==> config.mk <==
export PLATFORM = sky130hd
export DESIGN_NAME = axis_cmp_beat
export DESIGN_NICKNAME = d
export VERILOG_FILES = /design/src/rtl/axis_stream_checker_pkg.sv /design/src/rtl/axis_stream_checker_beat.sv
export SDC_FILE = /design/constraint.sdc
export NUM_CORES = 1
export LEC_CHECK = 0
export ABC_AREA = 0
export CAP_MARGIN = 10
export CORE_MARGIN = 10
export CORE_UTILIZATION = 23
export DETAILED_ROUTE_END_ITERATION = 16
export GPL_TIMING_DRIVEN = 0
export PLACE_DENSITY = 0.95
export SLEW_MARGIN = 10
export SYNTH_ARGS = -nofsm -noshare
export SYNTH_HDL_FRONTEND = slang
export SYNTH_SLANG_ARGS = --single-unit
export TNS_END_PERCENT = 30
==> constraint.sdc <==
create_clock -name vclk -period 1.5
set_input_delay 0.15 -clock vclk [all_inputs]
set_output_delay 0.15 -clock vclk [all_outputs]
set_load 0.03 [all_outputs]
==> src/rtl/axis_stream_checker_pkg.sv <==
// Shared types and default sizes for the two-stream AXI4-Stream checker.
// The optional tolerance compare is enabled by defining AXIS_CMP_TOLERANCE_EN.
package axis_cmp_pkg;

    localparam int AXIS_CMP_CNT_WIDTH  = 32;
    localparam int AXIS_CMP_DATA_WIDTH = 64;

    typedef enum logic {
        RUN  = 1'b0,
        DONE = 1'b1
    } cmp_state_t;

endpackage

==> src/rtl/axis_stream_checker_beat.sv <==
// Combinational beat comparator: masked equality, or masked absolute-difference
// tolerance when AXIS_CMP_TOLERANCE_EN is defined.
module axis_cmp_beat
    import axis_cmp_pkg::*;
#(
    parameter int                    DATA_WIDTH = AXIS_CMP_DATA_WIDTH,
    parameter logic [DATA_WIDTH-1:0] DATA_MASK  = '1,
    parameter logic [DATA_WIDTH-1:0] TOLERANCE  = '0
) (
    input  logic [DATA_WIDTH-1:0] data1_i,
    input  logic [DATA_WIDTH-1:0] data2_i,
    output logic                  match_o
);

    logic [DATA_WIDTH-1:0] masked1;
    logic [DATA_WIDTH-1:0] masked2;

    assign masked1 = data1_i & DATA_MASK;
    assign masked2 = data2_i & DATA_MASK;

`ifdef AXIS_CMP_TOLERANCE_EN
    logic [DATA_WIDTH:0] absDiff;

    // Subtract the smaller operand from the larger one so the extra bit never overflows.
    always_comb begin
        if (masked1 >= masked2) begin
            absDiff = {1'b0, masked1} - {1'b0, masked2};
        end else begin
            absDiff = {1'b0, masked2} - {1'b0, masked1};
        end
    end

    assign match_o = (absDiff <= {1'b0, TOLERANCE});
`else
    assign match_o = (masked1 == masked2);

    // Tolerance is meaningless for exact compares; it is only referenced at elaboration.
    if (TOLERANCE != '0) begin : gTolIgnored
    end
`endif

endmodule

run_1/zoom.png
Region (18, 33) to (58, 73) µm. Cells in grey, sequential cells in the stronger grey; small squares are vias.
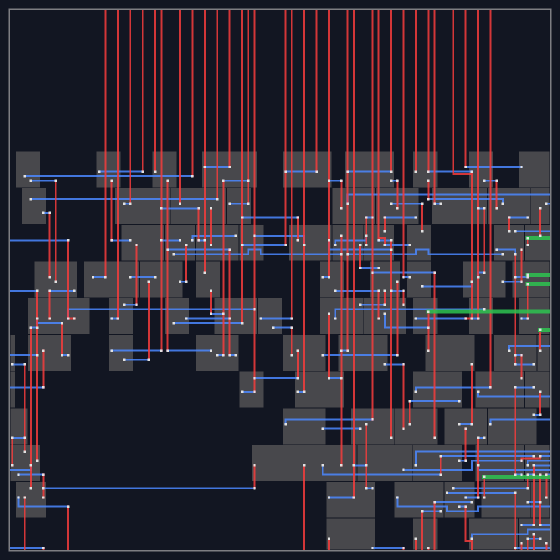
legend:
  green:
    layer: met3
  blue:
    layer: met1
  red:
    layer: met2
cells with their middle in the window: 78
most frequent: xor2_1 (20), clkdlybuf4s15_1 (17), buf_2 (17)
sequential cells in the window: 0

run_1/port_nets.png
Scale: 6 px per µm.
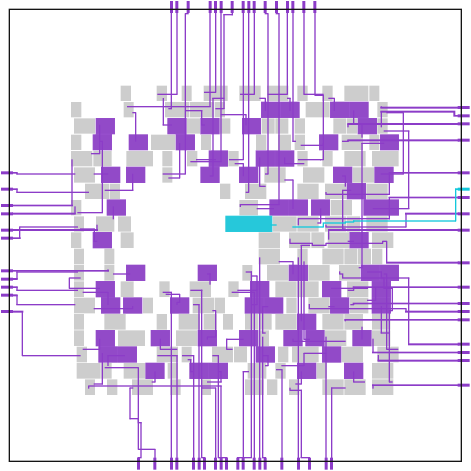
legend:
  cyan:
    port: match_o
    bits: 1
    direction: output
    end_cells: 1
    wire: 34.8 µm
  purple:
    port: data2_i
    bits: 64
    direction: input
    end_cells: 64
    wire: 1780 µm
Top Ports: 129
IO Port Bufs: 129

run_1/final_congestion.png
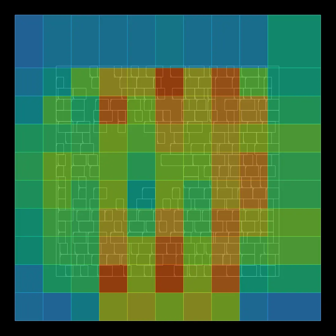
GR peak layer: met2
gr usage total: 0.137
met3 Track Usage GR: 0.0526

==> Slide: Implementation Results, run 1 <==
Implementation Results

STA
  • RSZ-0062 raised after global routing: true
  • Final setup violation count: 1
  • Tmin final: 1.56 ns
  • Hold Vio Cnt, Final: 0
  • Slew @ Worst Pin: 0.296 ns
  • Final worst slack: -0.0559 ns
  • Hold WS: 0.874 ns
  • Setup_tns: -0.0559 ns
  • Final Max Slew Viols: 0
  • Slew HR: 0.801
  • Fin crit share: 1.04
  • Fmax: 643 MHz

Cells and area
  • CLK BUF: 0
  • Fin util: 0.624
  • Most frequent cells in the layout: 63 x xor2_1, 50 x clkdlybuf4s15_1, 32 x clkbuf_2, 29 x buf_2, 12 x nor4_1
  • Area occupied by registers: 0 µm²
  • Nets: 344
  • Layout cells sized above 1: 0.355
  • Top cell excl fill/tap: xor2_1
  • Antenna diode count: 0
  • Flip-flops: 0
  • Final instance area: 1760 µm²
  • Area growth, synth to finish: 153%

Setup path
  • Worst setup EP type: output port
  • Slowest-stage cell, CP: nor4_1
  • WS Path Type: in2out
  • Crit-path max FO: 1
  • CP Cell Sequence: clkdlybuf4s15_1, xor2_1, nor4_1, nand4_1, nor4_4, buf_6
  • Worst endpoint data arrival time: 1.41 ns
  • Crit path DRT: 1.35 ns
  • CP peak stage delay: 0.30 ns
  • Startpoint Class: input port

Min path
  • Worst hold endpoint: match_o
  • Hold path cells: 6
  • Hold Crit Class: in2out
  • Hold path startpoint: data1_i[38]

Logic synthesis
  • Yosys chip area: 698 µm²
  • Synth unique cells: 4
  • Post-synthesis adder-cell area fraction: 0
  • Syn Area/Cell: 8.21 µm²
  • Number of cells in Yosys stat: 85
  • Cell area after synthesis: 698 µm²
  • Synth Seq Share: 0
  • Net count after synthesis: 213
  • Yosys aoi share: 0
  • Ys Warns: 0
  • Mux frac, synth: 0
  • Simple-Gate Area Share: 0.197
  • Synthesized instance count: 85
  • XOR/XNOR Fraction of Synth Area: 0.803
  • Comb area leader: XOR/XNOR gates

Routing
  • First-pass DRT Iterations: 4
  • Final WL: 4270 µm
  • DRT iter0 DRCs: 25
  • Remaining DRCs: 0
  • Average routed wire per standard cell: 17.4 µm
  • DR vias: 1099
  • Routed Antenna Nets: 0
  • Via-to-Cell Ratio: 4.49

Clock tree
  • Hold-fix buffers, CTS: 0
  • # Post-CTS Setup Buffers: 0

Flow run
  • Tool warnings: 35
  • Max-Cap Viols: 0

Die
  • Chip height: 75.1 µm
  • FP Util: 0.247
  • Die area: 5640 µm²
  • Die x size: 75.1 µm
  • Site Rows: 19
  • Core footprint: 2830 µm²

Pwr
  • Lkg Pwr: 0.000876 µW
  • VDD IR-drop max: 105 µV
  • Power Density: 222 nW/µm²

Run status
  • Failing checks: negative setup slack
  • Status: complete, but fails checks

Global routing
  • Vias in the first global route: 1233
  • Initial antenna violation count: 0
  • Largest net degree at the start of global routing: 2
  • First-pass GRT wire length: 6040 µm
  • Grt ovf: 0

Placement
  • Dpl hpwl: 4000 µm
  • Gpl congestion: 0.715
  • Area after DPL: 2040 µm²
run 1: cell usage after synthesis:
cell type,instances,area share
nor4_2,1,0.018
nor4_1,16,0.14
xor2_1,64,0.80
nand4_1,4,0.036
run 1: cell type report:
cell class                 count  area [µm²]
tap                           31        38.8
fill                         283        1060
timing repair buffer         129         986
multi-input combinational     85         739
run 1: critical path: cells and delay by family:
kind                      cells  cell delay (ns)
xor gates and xnor gates      1             0.16
and+or+nand+nor               3             0.76
buffers and inverters         2             0.34
run 1: repair_timing:
item,in CTS,in global routing
endpoints found under the setup margin,1,1
pin swaps,71,36
resized,275,74
run 1: how the worst max path moves through the flow:
stage	startpoint	end	slack (ns)	cells after the start
finish	data1_i[56]	match_o	-0.06	6
global route	data1_i[28]	match_o	-0.12	6
CTS	data1_i[51]	match_o	-0.06	6
detailed placement	data2_i[28]	match_o	-0.96	6
global placement	data2_i[28]	match_o	-0.97	6
floorplan	data2_i[28]	match_o	0.12	4
run 1: power breakdown:
part           switching [µW]  total, µW  internal [µW]
Combinational             142        391            249
Clock                       0          0              0
Sequential                  0          0              0
Total                     142        391            249
run 1: kinds of logic after synthesis:
kind of cell | Yosys count
simple gates | 21
xor+xnor | 64
run 1: layer usage:
| metal | share of wire | track usage | vias up |
|---|---|---|---|
| li1 | - | - | 554 |
| met1 | 0.28 | 0.130 | 487 |
| met2 | 0.55 | 0.283 | 58 |
| met3 | 0.16 | 0.0526 | 0 |
| met4 | 0 | 0 | 0 |
| met5 | 0 | 0 | - |
run 1: through the flow:
step	setup slack (ns)	power [µW]	cells
6_report	-0.0559	391	245
4_1_cts	-0.0642	395	245
3_3_place_gp	-0.967	491	245
2_1_floorplan	0.123	121	85
5_1_grt	-0.124	429	245
3_5_place_dp	-0.963	501	245
==> run 2, diff against run 1 <==
--- a/config.mk
+++ b/config.mk
@@ -12,7 +12,7 @@
 export DETAILED_ROUTE_END_ITERATION = 16
 export GPL_TIMING_DRIVEN = 0
 export PLACE_DENSITY = 0.95
-export SLEW_MARGIN = 10
+export SLEW_MARGIN = 20
 export SYNTH_ARGS = -nofsm -noshare
 export SYNTH_HDL_FRONTEND = slang
 export SYNTH_SLANG_ARGS = --single-unit
run_2/gate_families.png
Scale: 6 px per µm.
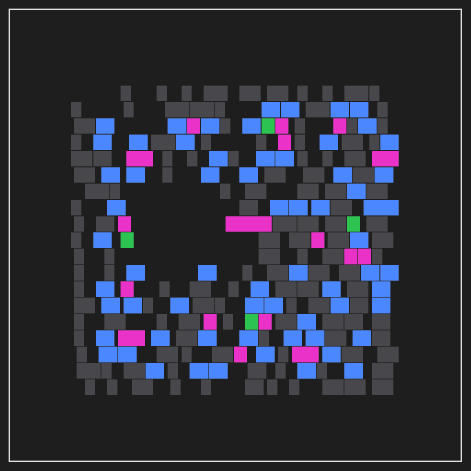
legend:
  blue:
    family: XOR/XNOR gates
    cells: 64
    most_used: xor2_1
  magenta:
    family: NOR gates
    cells: 17
    most_used: nor4_1
  green:
    family: NAND gates
    cells: 4
    most_used: nand4_1
    where: centre
Top cell excl fill/tap: xor2_1
Layout Cells excl Fill: 245
Comb area share: 0.419

run_2/port_nets.png
Scale: 6 px per µm.
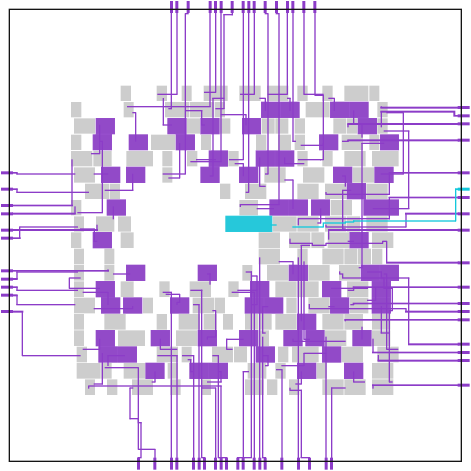
legend:
  purple:
    port: data2_i
    bits: 64
    direction: input
    end_cells: 64
    wire: 1780 µm
  cyan:
    port: match_o
    bits: 1
    direction: output
    end_cells: 1
    wire: 34.8 µm

==> Slide: Implementation Results, run 2 <==
Implementation Results

Global routing
  • Vias in the first global route: 1233
  • Met2 GRT Util: 0.283
  • Gr usage total: 0.137
  • Largest net degree at the start of global routing: 2
  • Met3 Track Usage GR: 0.0526
  • Initial antenna violation count: 0
  • First-pass GRT wire length: 6040 µm
  • GR peak layer: met2
  • GRT met1 Usage: 0.130
  • Grt ovf: 0

Flow run
  • Max-Cap Viols: 0
  • Tool warnings: 35

STA
  • Tmin final: 1.56 ns
  • RSZ-0062 raised after global routing: true
  • Fmax: 643 MHz
  • Slew HR: 0.801
  • Hold Vio Cnt, Final: 0
  • Final setup violation count: 1
  • Final Max Slew Viols: 0
  • Fin crit share: 1.04
  • Final worst slack: -0.0559 ns
  • Slew @ Worst Pin: 0.296 ns

Routing
  • Final WL: 4270 µm
  • First-pass DRT Iterations: 4
  • Remaining DRCs: 0
  • Routed Antenna Nets: 0
  • Average routed wire per standard cell: 17.4 µm
  • Via-to-Cell Ratio: 4.49
  • DR vias: 1099
  • DRT iter0 DRCs: 25

Min path
  • Hold Crit Class: in2out
  • Worst hold endpoint: match_o
  • Hold path startpoint: data1_i[38]
  • Hold path cells: 6

Run status
  • Status: complete, but fails checks
  • Failing checks: negative setup slack

Die
  • Chip height: 75.1 µm
  • Die area: 5640 µm²
  • FP Util: 0.247
  • Die x size: 75.1 µm
  • Top Ports: 129
  • Core footprint: 2830 µm²
  • Site Rows: 19

Logic synthesis
  • Commonest cells in the netlist: 64 x xor2_1, 16 x nor4_1, 4 x nand4_1
  • Yosys chip area: 698 µm²
  • Synthesized instance count: 85
  • Top area cell types: xor2_1 80%, nor4_1 14%, nand4_1 3.6%
  • Synth unique cells: 4
  • Number of cells in Yosys stat: 85
  • Ys Warns: 0
  • Cell area after synthesis: 698 µm²
  • Syn Area/Cell: 8.21 µm²
  • Most common cell in the netlist: xor2_1
  • Top-area cell share: 0.803
  • Yosys top cell by area: xor2_1
  • Synth Seq Share: 0
  • Net count after synthesis: 213

Setup path
  • CP Cell Sequence: clkdlybuf4s15_1, xor2_1, nor4_1, nand4_1, nor4_4, buf_6
  • Worst endpoint data arrival time: 1.41 ns
  • CP peak stage delay: 0.30 ns
  • CP top delay family: simple AND/OR/NAND/NOR gates
  • Worst setup EP type: output port
  • Critical path startpoint: data1_i[56]
  • Crit-path max FO: 1
  • WS Path Type: in2out
  • Startpoint Class: input port
  • Crit path buf inv count: 2
  • Crit path DRT: 1.35 ns
  • Slowest-stage cell, CP: nor4_1

Cells and area
  • Antenna diode count: 0
  • Logic cell area: 739 µm²
  • CLK BUF: 0
  • Most frequent cells in the layout: 63 x xor2_1, 50 x clkdlybuf4s15_1, 32 x clkbuf_2, 29 x buf_2, 12 x nor4_1
  • Final instance area: 1760 µm²
  • Area growth, synth to finish: 153%
  • Nets: 344
  • Fillers: 283
  • Layout cells sized above 1: 0.355
  • Flip-flops: 0
  • Area occupied by registers: 0 µm²

Pwr
  • Power Density: 222 nW/µm²
  • Lkg Pwr: 0.000876 µW
  • Pwr Total: 391 µW
  • VDD IR-drop max: 105 µV

Placement
  • Dpl hpwl: 4000 µm
  • Gpl congestion: 0.715
  • Inst Count DP: 245
  • Area after DPL: 2040 µm²
  • IO Port Bufs: 129

Clock tree
  • Hold-fix buffers, CTS: 0
run_2/zoom.png
Region (18, 33) to (58, 73) µm. Cells in grey, sequential cells in the stronger grey; small squares are vias.
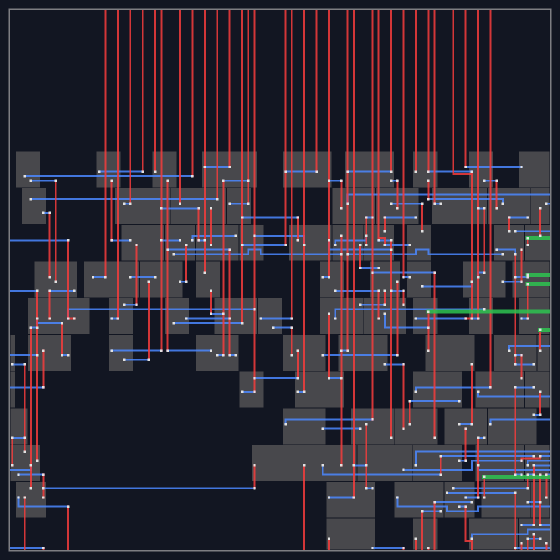
legend:
  red:
    layer: met2
  blue:
    layer: met1
  green:
    layer: met3
most frequent: xor2_1 (20), clkdlybuf4s15_1 (17), buf_2 (17)
cells with their middle in the window: 78
sequential cells in the window: 0

==> run 2: logic make-up (layout without fill, tap and decap cells) <==
logic type | count (synthesis) | count (layout) | synth area share
buffers and inverters | 0 | 129 | 0
AND/OR/NAND/NOR | 21 | 21 | 0.197
XOR/XNOR | 64 | 64 | 0.803
==> run 2: how the worst max path moves through the flow <==
| stage | endpoint | slack (ns) | cells past startpoint |
|---|---|---|---|
| 6_report | match_o | -0.06 | 6 |
| 2_1_floorplan | match_o | 0.12 | 4 |
| 3_5_place_dp | match_o | -0.96 | 6 |
| 5_1_grt | match_o | -0.12 | 6 |
| 4_1_cts | match_o | -0.06 | 6 |
| 3_3_place_gp | match_o | -0.97 | 6 |
==> run 2: timing repair <==
item,CTS,global route
pin swaps,71,36
setup endpoints to repair,1,1
gates resized,275,74
setup buffers,0,0
==> run 2: per-stage QoR <==
stage	utilization	worst slack, ns	setup TNS, ns	hold WS (ns)
6_report	0.624	-0.0559	-0.0559	0.874
5_1_grt	0.624	-0.124	-0.124	0.909
4_1_cts	0.655	-0.0642	-0.0642	0.895
3_5_place_dp	0.720	-0.963	-0.963	1.67
3_3_place_gp	0.720	-0.967	-0.967	1.67
2_1_floorplan	-	0.123	0	0.635
==> run 2: power by group <==
part | internal (µW) | total (µW) | switching, µW | leakage [µW]
clock | 0 | 0 | 0 | 0
sequential | 0 | 0 | 0 | 0
combinational | 249 | 391 | 142 | 0.000876
total | 249 | 391 | 142 | 0.000876
==> run 2: layout make-up <==
cell class         count  share of cell area
repair buffers       129               0.559
multi-input cells     85               0.419
well taps             31              0.0220
==> run 2: routing by layer <==
metal	share of wire	wire (µm)
met1	0.28	1210
met5	0	0
met3	0.16	690
met2	0.55	2370
met4	0	0
run_2/final_congestion.png
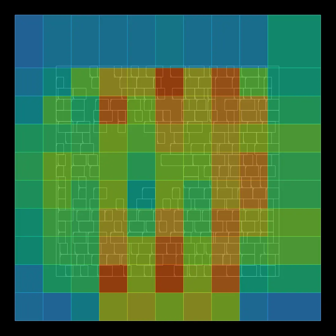

==> run 3, diff against run 2 <==
--- a/config.mk
+++ b/config.mk
@@ -10,8 +10,8 @@
 export CORE_MARGIN = 10
 export CORE_UTILIZATION = 23
 export DETAILED_ROUTE_END_ITERATION = 16
-export GPL_TIMING_DRIVEN = 0
 export PLACE_DENSITY = 0.95
+export SETUP_SLACK_MARGIN = 0.05
 export SLEW_MARGIN = 20
 export SYNTH_ARGS = -nofsm -noshare
 export SYNTH_HDL_FRONTEND = slang
run_3/final_congestion.png
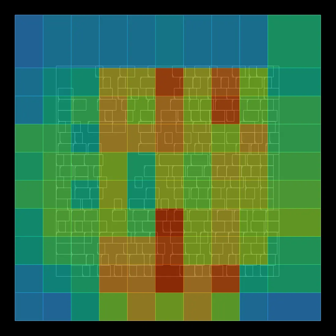
met3 Track Usage GR: 0.0539
GRT met1 Usage: 0.129
met2 GRT Util: 0.281
gr usage total: 0.138

run_3/gate_families.png
Scale: 6 px per µm.
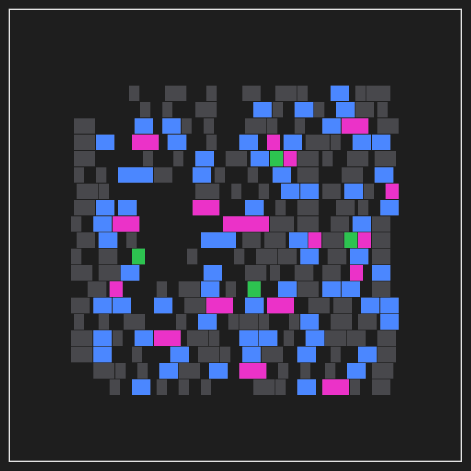
legend:
  magenta:
    family: NOR gates
    cells: 17
    most_used: nor4_2
  green:
    family: NAND gates
    cells: 4
    most_used: nand4_1
  blue:
    family: XOR/XNOR gates
    cells: 64
    most_used: xor2_1
Comb area share: 0.436

run_3/met2.png
Scale: 4 px per µm. Cells faint in the background.
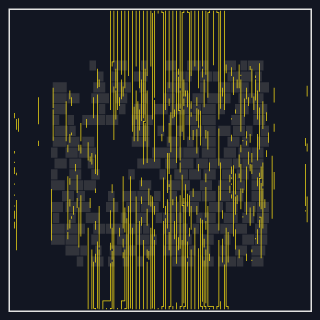
nets with wire on the layer: 294
longest straight run: 38.0 µm
wire length on this layer: 2440 µm
share of all routed wire: 57%
final WL: 4310 µm
DR vias: 1096

==> Slide: Implementation Results, run 3 <==
Implementation Results

Cells and area
  • Layout Cells excl Fill: 245
  • CLK BUF: 0
  • Nets: 344
  • Layout cells sized above 1: 0.350
  • Flip-flops: 0
  • Fillers: 290
  • Area growth, synth to finish: 156%
  • Logic cell area: 778 µm²
  • Area occupied by registers: 0 µm²
  • Antenna diode count: 0
  • Top cell excl fill/tap: xor2_1
  • Most frequent cells in the layout: 62 x xor2_1, 40 x clkdlybuf4s15_1, 35 x buf_2, 26 x dlygate4sd2_1, 24 x clkbuf_2

Logic synthesis
  • Comb area leader: XOR/XNOR gates
  • Top-area cell share: 0.803
  • Yosys top cell by area: xor2_1
  • Yosys aoi share: 0
  • Synth unique cells: 4
  • Mux frac, synth: 0
  • Number of cells in Yosys stat: 85
  • Synth Seq Share: 0
  • Most common cell in the netlist: xor2_1
  • Syn Area/Cell: 8.21 µm²
  • Simple-Gate Area Share: 0.197
  • Ys Warns: 0
  • Cell area after synthesis: 698 µm²
  • Top area cell types: xor2_1 80%, nor4_1 14%, nand4_1 3.6%
  • Synthesized instance count: 85
  • Post-synthesis adder-cell area fraction: 0
  • Net count after synthesis: 213
  • XOR/XNOR Fraction of Synth Area: 0.803
  • Yosys chip area: 698 µm²
  • Commonest cells in the netlist: 64 x xor2_1, 16 x nor4_1, 4 x nand4_1

Placement
  • Dpl hpwl: 3990 µm
  • Inst Count DP: 245
  • Pre-CTS setup slack: -0.467 ns
  • Gpl congestion: 0.804
  • IO Port Bufs: 129

Setup path
  • Crit-path max FO: 1
  • Critical path startpoint: data1_i[44]
  • Critical Path End: match_o
  • Worst endpoint data arrival time: 1.39 ns
  • Worst setup EP type: output port
  • Startpoint Class: input port
  • WS Path Type: in2out
  • Crit path DRT: 1.35 ns

STA
  • Fmax: 647 MHz
  • Final setup violation count: 1
  • Final worst slack: -0.0449 ns
  • Hold Vio Cnt, Final: 0
  • Tmin final: 1.54 ns
  • Slew HR: 0.810
  • Fin crit share: 1.03
  • RSZ-0062 raised after global routing: true
  • Slew @ Worst Pin: 0.282 ns
  • Final Max Slew Viols: 0

Die
  • Site Rows: 19
  • FP Util: 0.247
  • Top Ports: 129
  • Core footprint: 2830 µm²
  • Die area: 5640 µm²
  • Die x size: 75.1 µm
  • Chip height: 75.1 µm

Min path
  • Hold Crit Class: in2out
  • Worst hold endpoint: match_o
  • Hold path cells: 6
  • Hold path startpoint: data1_i[49]

Global routing
  • Largest net degree at the start of global routing: 2
  • Initial antenna violation count: 0
  • Grt ovf: 0
  • First-pass GRT wire length: 6110 µm
  • Vias in the first global route: 1234
  • GR peak layer: met2

Pwr
  • VDD IR-drop max: 106 µV
  • Power Density: 223 nW/µm²
  • Sequential power share: 0
  • Comb pwr share: 1.000
  • Sw Ratio: 0.380
  • Pint: 246 µW
  • Lkg Pwr: 0.000886 µW
  • Clock power share: 0
  • NetSw: 151 µW

Routing
  • DRT met1 WL: 1250 µm
  • First-pass DRT Iterations: 4
  • DRT iter0 DRCs: 20
  • Average routed wire per standard cell: 17.6 µm
  • Routed Antenna Nets: 0
  • Metal3 WL: 592 µm
  • Remaining DRCs: 0
  • DR WL met2: 2440 µm
  • Max layer used: met4
  • Via-to-Cell Ratio: 4.47

Flow run
  • Tool warnings: 35
  • Max-Cap Viols: 0

Run status
  • Status: complete, but fails checks
  • Failing checks: negative setup slack

Clock tree
  • # Post-CTS Setup Buffers: 0
run 3: cell count changes in the layout (fill, tap and decap cells not counted):
cell	previous run	this run
xor2_2	1	2
buf_6	7	4
nor4_1	12	7
buf_2	29	35
nor4_2	4	9
clkbuf_2	32	24
clkdlybuf4s15_1	50	40
dlygate4sd2_1	9	26
clkdlybuf4s15_2	2	0
xor2_1	63	62
run 3: cell type report:
type | instances | share of cell area
Multi-Input combinational cell | 85 | 0.436
Tap cell | 31 | 0.0217
Timing Repair Buffer | 129 | 0.542
run 3: metrics by stage:
stage | setup TNS [ns] | power, µW | utilization | hold WS (ns) | area, µm²
after floorplan | 0 | 121 | - | 0.635 | 707
after global routing | -0.109 | 434 | 0.631 | 0.947 | 1790
after detailed placement | -0.467 | 500 | 0.719 | 1.24 | 2030
after global placement | -0.472 | 493 | 0.719 | 1.23 | 2030
after CTS | -0.0688 | 388 | 0.641 | 0.890 | 1810
final | -0.0449 | 397 | 0.631 | 0.895 | 1790
run 3: logic make-up (layout without fill, tap and decap cells):
| logic type | count (synthesis) | in the layout |
|---|---|---|
| simple gates | 21 | 21 |
| xor+xnor | 64 | 64 |
| buf+inv | 0 | 129 |
run 3: worst max-delay path, cell delays in order:
cell	delay, ns
clkdlybuf4s15_1	0.18
xor2_1	0.16
nor4_1	0.23
nand4_1	0.19
nor4_4	0.31
buf_6	0.17
run 3: power groups by stage:
stage               sequential [µW]  clock, µW  combinational (µW)
finish                            0          0                 397
global placement                  0          0                 493
floorplan                         0          0                 121
CTS                               0          0                 388
global route                      0          0                 434
detailed placement                0          0                 500
run 3: what timing repair did:
| item | CTS | global route |
|---|---|---|
| endpoints found under the hold margin | 0 | 0 |
| setup endpoints to repair | 1 | 1 |
| pin swaps | 66 | 32 |
| gates resized | 261 | 60 |
| hold buffers | 0 | 0 |
Power figures rest on the tool's default switching activity, not on a simulated workload.
